$ cat src/rtl/dmem_arbiter_if.sv
// One requester channel into dmem_arbiter: a beat is accepted on gnt, and read
// data returns on rvalid/rdata the following cycle.
interface dmem_arbiter_if #(
  parameter int AW = 11,
  parameter int DW = 16
);
  logic          req;
  logic          we;
  logic          lock;
  logic [AW-1:0] addr;
  logic [DW-1:0] wdata;
  logic          gnt;
  logic          rvalid;
  logic [DW-1:0] rdata;

  modport master (output req, we, lock, addr, wdata, input gnt, rvalid, rdata);
  modport slave  (input req, we, lock, addr, wdata, output gnt, rvalid, rdata);
endinterface

$ cat src/rtl/dmem_arbiter.sv
// Shares the single-port data BRAM between the CPU (fixed priority) and the
// IPU/ACC DMA engines (round-robin, burst lock, starvation guard).
module dmem_arbiter #(
  parameter int AW           = 11,
  parameter int DW           = 16,
  parameter int BURST_MAX    = 16,
  parameter int STARVE_LIMIT = 8
) (
  input  logic          clk,
  input  logic          rst,
  dmem_arbiter_if.slave cpu,
  dmem_arbiter_if.slave ipu,
  dmem_arbiter_if.slave acc,
  output logic          cpu_stall,
  output logic          bram_en,
  output logic          bram_we,
  output logic [AW-1:0] bram_addr,
  output logic [DW-1:0] bram_wdata,
  input  logic [DW-1:0] bram_rdata
);

  localparam int WW = $clog2(STARVE_LIMIT + 1);
  localparam int BW = $clog2(BURST_MAX + 1);

  typedef enum logic [1:0] {OPEN, LOCK_IPU, LOCK_ACC, COOL} state_t;

  state_t        state;
  logic          rr_acc;
  logic          cool_acc;
  logic [WW-1:0] wait_ipu;
  logic [WW-1:0] wait_acc;
  logic [BW-1:0] beat_cnt;
  logic [2:0]    rvalid_q;

  logic gnt_cpu, gnt_ipu, gnt_acc;
  logic elig_ipu, elig_acc, starve_ipu, starve_acc;

  // A starved DMA engine outranks the CPU; the engine that just finished a
  // full burst sits out the single COOL cycle.
  always_comb begin
    gnt_cpu    = 1'b0;
    gnt_ipu    = 1'b0;
    gnt_acc    = 1'b0;
    elig_ipu   = ipu.req && !(state == COOL && !cool_acc);
    elig_acc   = acc.req && !(state == COOL && cool_acc);
    starve_ipu = elig_ipu && (wait_ipu == WW'(STARVE_LIMIT));
    starve_acc = elig_acc && (wait_acc == WW'(STARVE_LIMIT));
    if (!rst) begin
      if (state == LOCK_IPU)              gnt_ipu = ipu.req;
      else if (state == LOCK_ACC)         gnt_acc = acc.req;
      else if (starve_ipu && starve_acc) begin
        gnt_ipu = !rr_acc;
        gnt_acc = rr_acc;
      end
      else if (starve_ipu)                gnt_ipu = 1'b1;
      else if (starve_acc)                gnt_acc = 1'b1;
      else if (cpu.req)                   gnt_cpu = 1'b1;
      else if (elig_ipu && (!rr_acc || !elig_acc)) gnt_ipu = 1'b1;
      else if (elig_acc)                  gnt_acc = 1'b1;
    end
  end

  always_comb begin
    bram_en    = gnt_cpu | gnt_ipu | gnt_acc;
    bram_we    = 1'b0;
    bram_addr  = '0;
    bram_wdata = '0;
    if (gnt_cpu) begin
      bram_we    = cpu.we;
      bram_addr  = cpu.addr;
      bram_wdata = cpu.wdata;
    end else if (gnt_ipu) begin
      bram_we    = ipu.we;
      bram_addr  = ipu.addr;
      bram_wdata = ipu.wdata;
    end else if (gnt_acc) begin
      bram_we    = acc.we;
      bram_addr  = acc.addr;
      bram_wdata = acc.wdata;
    end
  end

  assign cpu.gnt    = gnt_cpu;
  assign ipu.gnt    = gnt_ipu;
  assign acc.gnt    = gnt_acc;
  assign cpu_stall  = cpu.req && !gnt_cpu && !rst;

  // rvalid is gated by rst so a read pending at reset never escapes.
  assign cpu.rvalid = rvalid_q[0] && !rst;
  assign ipu.rvalid = rvalid_q[1] && !rst;
  assign acc.rvalid = rvalid_q[2] && !rst;
  assign cpu.rdata  = cpu.rvalid ? bram_rdata : '0;
  assign ipu.rdata  = ipu.rvalid ? bram_rdata : '0;
  assign acc.rdata  = acc.rvalid ? bram_rdata : '0;

  always_ff @(posedge clk) begin
    if (rst) begin
      state    <= OPEN;
      rr_acc   <= 1'b0;
      cool_acc <= 1'b0;
      wait_ipu <= '0;
      wait_acc <= '0;
      beat_cnt <= '0;
      rvalid_q <= '0;
    end else begin
      rvalid_q <= {gnt_acc && !acc.we, gnt_ipu && !ipu.we, gnt_cpu && !cpu.we};

      if (gnt_ipu)                                            wait_ipu <= '0;
      else if (ipu.req && wait_ipu != WW'(STARVE_LIMIT))      wait_ipu <= wait_ipu + WW'(1);
      if (gnt_acc)                                            wait_acc <= '0;
      else if (acc.req && wait_acc != WW'(STARVE_LIMIT))      wait_acc <= wait_acc + WW'(1);

      if (gnt_ipu)      rr_acc <= 1'b1;
      else if (gnt_acc) rr_acc <= 1'b0;

      // A dropped lock ends the burst before the length limit is considered.
      case (state)
        LOCK_IPU, LOCK_ACC: begin
          if (!(gnt_ipu || gnt_acc)) begin
            state <= OPEN;
          end else if (!((state == LOCK_IPU) ? ipu.lock : acc.lock)) begin
            state <= OPEN;
          end else if (beat_cnt == BW'(BURST_MAX - 1)) begin
            state    <= COOL;
            cool_acc <= (state == LOCK_ACC);
          end else begin
            beat_cnt <= beat_cnt + BW'(1);
          end
        end
        default: begin
          state <= OPEN;
          if (gnt_ipu && ipu.lock) begin
            state    <= LOCK_IPU;
            beat_cnt <= BW'(1);
          end else if (gnt_acc && acc.lock) begin
            state    <= LOCK_ACC;
            beat_cnt <= BW'(1);
          end
        end
      endcase
    end
  end

endmodule

$ cat src/flat_wrapper.sv
// flat-port wrapper written by rule: the top's interface ports become plain ports
module dmem_arbiter_flat 
#(
  parameter int AW           = 11,
  parameter int DW           = 16,
  parameter int BURST_MAX    = 16,
  parameter int STARVE_LIMIT = 8
)
  (clk, rst, cpu_stall, bram_en, bram_we, bram_addr, bram_wdata, bram_rdata, cpu_req, cpu_we, cpu_lock, cpu_addr, cpu_wdata, cpu_gnt, cpu_rvalid, cpu_rdata, ipu_req, ipu_we, ipu_lock, ipu_addr, ipu_wdata, ipu_gnt, ipu_rvalid, ipu_rdata, acc_req, acc_we, acc_lock, acc_addr, acc_wdata, acc_gnt, acc_rvalid, acc_rdata);
  dmem_arbiter_if #(.AW(AW), .DW(DW)) cpu_i ();
  dmem_arbiter_if #(.AW(AW), .DW(DW)) ipu_i ();
  dmem_arbiter_if #(.AW(AW), .DW(DW)) acc_i ();
  input  logic clk;
  input  logic rst;
  output logic cpu_stall;
  output logic bram_en;
  output logic bram_we;
  output logic [AW-1:0] bram_addr;
  output logic [DW-1:0] bram_wdata;
  input  logic [DW-1:0] bram_rdata;
  input wire logic [$bits(cpu_i.req)-1:0] cpu_req;
  input wire logic [$bits(cpu_i.we)-1:0] cpu_we;
  input wire logic [$bits(cpu_i.lock)-1:0] cpu_lock;
  input wire logic [$bits(cpu_i.addr)-1:0] cpu_addr;
  input wire logic [$bits(cpu_i.wdata)-1:0] cpu_wdata;
  output wire logic [$bits(cpu_i.gnt)-1:0] cpu_gnt;
  output wire logic [$bits(cpu_i.rvalid)-1:0] cpu_rvalid;
  output wire logic [$bits(cpu_i.rdata)-1:0] cpu_rdata;
  input wire logic [$bits(ipu_i.req)-1:0] ipu_req;
  input wire logic [$bits(ipu_i.we)-1:0] ipu_we;
  input wire logic [$bits(ipu_i.lock)-1:0] ipu_lock;
  input wire logic [$bits(ipu_i.addr)-1:0] ipu_addr;
  input wire logic [$bits(ipu_i.wdata)-1:0] ipu_wdata;
  output wire logic [$bits(ipu_i.gnt)-1:0] ipu_gnt;
  output wire logic [$bits(ipu_i.rvalid)-1:0] ipu_rvalid;
  output wire logic [$bits(ipu_i.rdata)-1:0] ipu_rdata;
  input wire logic [$bits(acc_i.req)-1:0] acc_req;
  input wire logic [$bits(acc_i.we)-1:0] acc_we;
  input wire logic [$bits(acc_i.lock)-1:0] acc_lock;
  input wire logic [$bits(acc_i.addr)-1:0] acc_addr;
  input wire logic [$bits(acc_i.wdata)-1:0] acc_wdata;
  output wire logic [$bits(acc_i.gnt)-1:0] acc_gnt;
  output wire logic [$bits(acc_i.rvalid)-1:0] acc_rvalid;
  output wire logic [$bits(acc_i.rdata)-1:0] acc_rdata;
  assign cpu_i.req = cpu_req;
  assign cpu_i.we = cpu_we;
  assign cpu_i.lock = cpu_lock;
  assign cpu_i.addr = cpu_addr;
  assign cpu_i.wdata = cpu_wdata;
  assign cpu_gnt = cpu_i.gnt;
  assign cpu_rvalid = cpu_i.rvalid;
  assign cpu_rdata = cpu_i.rdata;
  assign ipu_i.req = ipu_req;
  assign ipu_i.we = ipu_we;
  assign ipu_i.lock = ipu_lock;
  assign ipu_i.addr = ipu_addr;
  assign ipu_i.wdata = ipu_wdata;
  assign ipu_gnt = ipu_i.gnt;
  assign ipu_rvalid = ipu_i.rvalid;
  assign ipu_rdata = ipu_i.rdata;
  assign acc_i.req = acc_req;
  assign acc_i.we = acc_we;
  assign acc_i.lock = acc_lock;
  assign acc_i.addr = acc_addr;
  assign acc_i.wdata = acc_wdata;
  assign acc_gnt = acc_i.gnt;
  assign acc_rvalid = acc_i.rvalid;
  assign acc_rdata = acc_i.rdata;
  dmem_arbiter #(.AW(AW), .DW(DW), .BURST_MAX(BURST_MAX), .STARVE_LIMIT(STARVE_LIMIT)) u_core (.clk(clk), .rst(rst), .cpu(cpu_i), .ipu(ipu_i), .acc(acc_i), .cpu_stall(cpu_stall), .bram_en(bram_en), .bram_we(bram_we), .bram_addr(bram_addr), .bram_wdata(bram_wdata), .bram_rdata(bram_rdata));
endmodule
$ cat config.mk
export PLATFORM = sky130hd
export DESIGN_NAME = dmem_arbiter_flat
export DESIGN_NICKNAME = d
export VERILOG_FILES = /design/src/rtl/dmem_arbiter_if.sv /design/src/rtl/dmem_arbiter.sv /design/src/flat_wrapper.sv
export SDC_FILE = /design/constraint.sdc
export NUM_CORES = 1
export LEC_CHECK = 0
export ABC_AREA = 0
export CAP_MARGIN = 20
export CORE_AREA = 4 4 90 92
export CTS_CLUSTER_DIAMETER = 60
export DETAILED_ROUTE_END_ITERATION = 6
export DIE_AREA = 0 0 94 96
export PLACE_DENSITY = 0.88
export REMOVE_ABC_BUFFERS = 1
export SKIP_CTS_REPAIR_TIMING = 1
export SYNTH_ARGS = -nofsm -noshare
export SYNTH_HDL_FRONTEND = slang
export SYNTH_SLANG_ARGS = --single-unit
$ cat constraint.sdc
create_clock -name clk -period 2.4 [get_ports clk]
set_clock_uncertainty 0.05 [all_clocks]
set_input_delay 0.24 -clock clk [delete_from_list [all_inputs] [get_ports clk]]
set_output_delay 0.24 -clock clk [all_outputs]
set_load 0.01 [all_outputs]
### Signal wires on met3

The bar under the picture is 20 µm long.
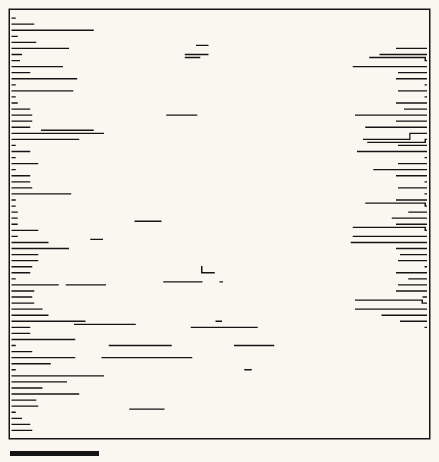
130 nets have wire on it. The layer holds 9.9% of the routed length. The layer carries 933 µm of wire. The longest straight run is 20.5 µm.
routed vias: 2,947
met3 global-route usage: 0.0493
final wirelength: 9.45 mm

### Pin placement

The bar under the picture is 20 µm long. Pins as bars across the die edge, other pins in grey.
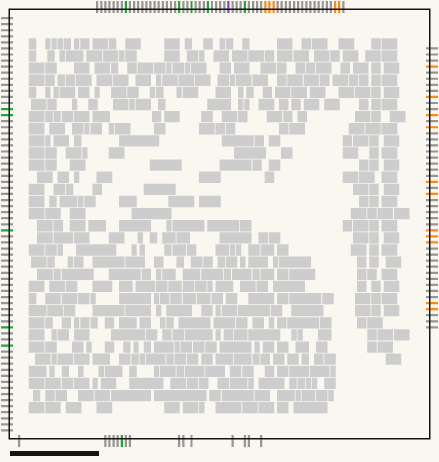
Orange shows bram_rdata, pins 16, direction input, edge 11 right, 5 top. Purple shows ipu_we, pins 1, direction input, edge top. Green shows ipu_addr, pins 11, direction input, edge 5 left, 5 top, 1 bottom.
All pins by edge: 69 left, 61 top, 47 right, 15 bottom.
port bufs: 190
Vert. Die Dim: 96 µm
DIE WIDTH: 94 µm

### Drive-strength map

The bar under the picture is 20 µm long.
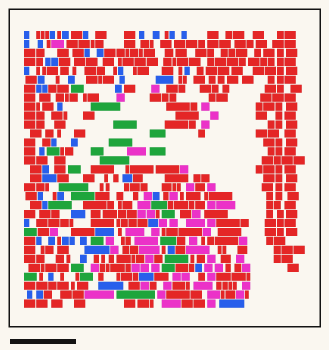
Red shows drive 1 or less, cells 386, share 74%. Blue shows drive 2, cells 54, share 10%. Magenta shows drive 3 to 4, cells 56, share 11%. Green shows drive 6 and up, cells 24, share 4.6%.
final worst setup slack: -0.700 ns
final instance area: 4640 µm²
Layout area overhead: 138%

### Routed metal, one colour a layer

The bar under the picture is 20 µm long.
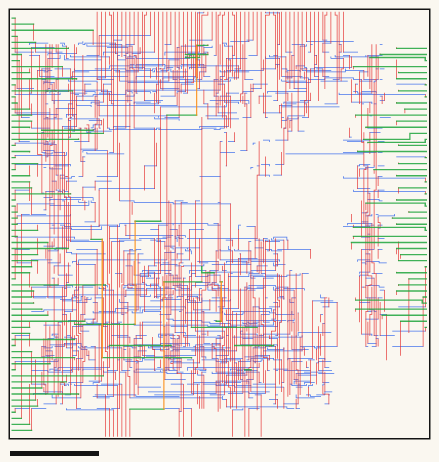
Green shows met3, wire length 933 µm. Orange shows met4, wire length 103 µm. Blue shows met1, wire length 3,270 µm. Red shows met2, wire length 5,140 µm.
all-layer global routing usage: 0.167
WL/cell: 15.3 µm

==> results_slide.txt <==
Synthesis and Place & Route Summary

Status
  – Status: complete, but fails checks
  – Violated checks: setup timing

Routing
  – Drt first pass iters: 4
  – Met2 wire length: a little over 5 mm
  – Met1 wire length: roughly 3.3 mm
  – Top Layer Used: met4

Logic synthesis
  – Yosys Chip Area: 1950 µm²
  – Synth Seq Share: 0.206
  – Cell taking the most area after synthesis: dfxtp_1
  – Main flop type: dfxtp_1
  – Post-Syn Area: between 1500 and 2000 µm²
  – Synth flops: 20

Critical path
  – CP Capture Type: primary output
  – Crit-path slowest cell: or4b_1
  – Worst setup SP type: flop
  – Launch point of the worst path: u_core.state[1]
  – CP delay by family, top: simple AND/OR/NAND/NOR gates
  – Crit path required time: around 2.1 ns
  – Crit-path max cell delay: ~0.52 ns
  – Worst r2r src: u_core.state[1]
  – Crit path buffers/inverters: 4
  – Worst-path maximum fanout: 8

Final layout
  – Finished Core Util: 0.643
  – Sequential cell area: approximately 400 µm²
  – Gate Area: 1630 µm²
  – Most numerous logic cell after layout: clkdlybuf4s50_1
  – Inserted Diodes: 0
  – Fillcell total: 603
  – Final net count: roughly 640

Clocking
  – CTS Buf Count: 3

Floorplanning
  – Row count: 31
  – Floorplan utilization: 0.270
  – Top-Level Pins: 192

Global routing
  – Pin count of the biggest net entering global routing: 34
  – Initial antenna violation count: 0
  – First-pass GRT wire length: approximately 12 mm

Place
  – Dpl ws: -0.810 ns
  – Area after DPL: ~4300 µm²
  – Post-DP HPWL: around 7.0 mm

Hold path
  – HP Class: reg2reg

Timing
  – Final slew viol count: 0
  – Tcrit/Tclk final: 1.29
  – Fin crit period: about 3.1 ns
  – Final worst setup slack: -0.700 ns
  – Final setup violation count: roughly 41

Job
  – Maximum capacitance violations: 0
where the power goes:
group / switching (mW) / internal, mW
clock network: 0.118 / 0.146
logic: 0.249 / 0.376
registers: 0.00809 / 0.345
cell usage after synthesis, drive strengths merged (2+ instances only):
master,number
nand2,60
and2,48
a22oi,27
dfxtp,20
inv,14
nor2,13
clkbuf,12
ha,9
nor2b,9
a21oi,7
nand3,7
o21ai,6
nand3b,4
nor3,4
xor2,4
buf,3
nand2b,3
mux2i,2
nand4,2
o2111ai,2
o211ai,2
o21bai,2
o32ai,2
or2,2
xnor2,2
final cells by class:
class,count,share of cell area
well taps,99,0.0267
inverters,14,0.0113
repair buffers,247,0.511
flip-flops and latches,20,0.0872
multi-input cells,235,0.352
clock buffers,4,0.0119
flip-flops by register name, indices dropped and copies added (netlist names):
register and count:
u_core.state 2, u_core.beat_cnt 5, u_core.rvalid_q 3, u_core.rr_acc 1, u_core.wait_acc 4, u_core.wait_ipu 4, u_core.cool_acc 1
worst paths after layout:
| check | depth (start not counted) | to | slack [ns] |
|---|---|---|---|
| max reg2reg | 9 | u_core.beat_cnt[2] | -0.26 |
| min reg2reg | 2 | u_core.beat_cnt[3] | 0.46 |
| max | 11 | bram_we | -0.70 |
| min | 2 | u_core.beat_cnt[3] | 0.46 |
per-layer routing:
metal	vias up	global-route usage
met5	-	0
met4	0	0.0409
met3	10	0.0493
met2	146	0.336
met1	1346	0.167
li1	1445	-
cell families (layout without fill, tap and decap cells):
family,after synthesis,in the layout,share of synthesized area
AND/OR/NAND/NOR,159,159,0.418
AND-OR/OR-AND,59,59,0.222
buffers and inverters,29,265,0.0591
flip-flops,20,20,0.206
adder cells (fa/ha/maj),9,9,0.0578
XOR/XNOR,6,6,0.0270
multiplexers,2,2,0.0103
Power and IR drop assume default switching activity.
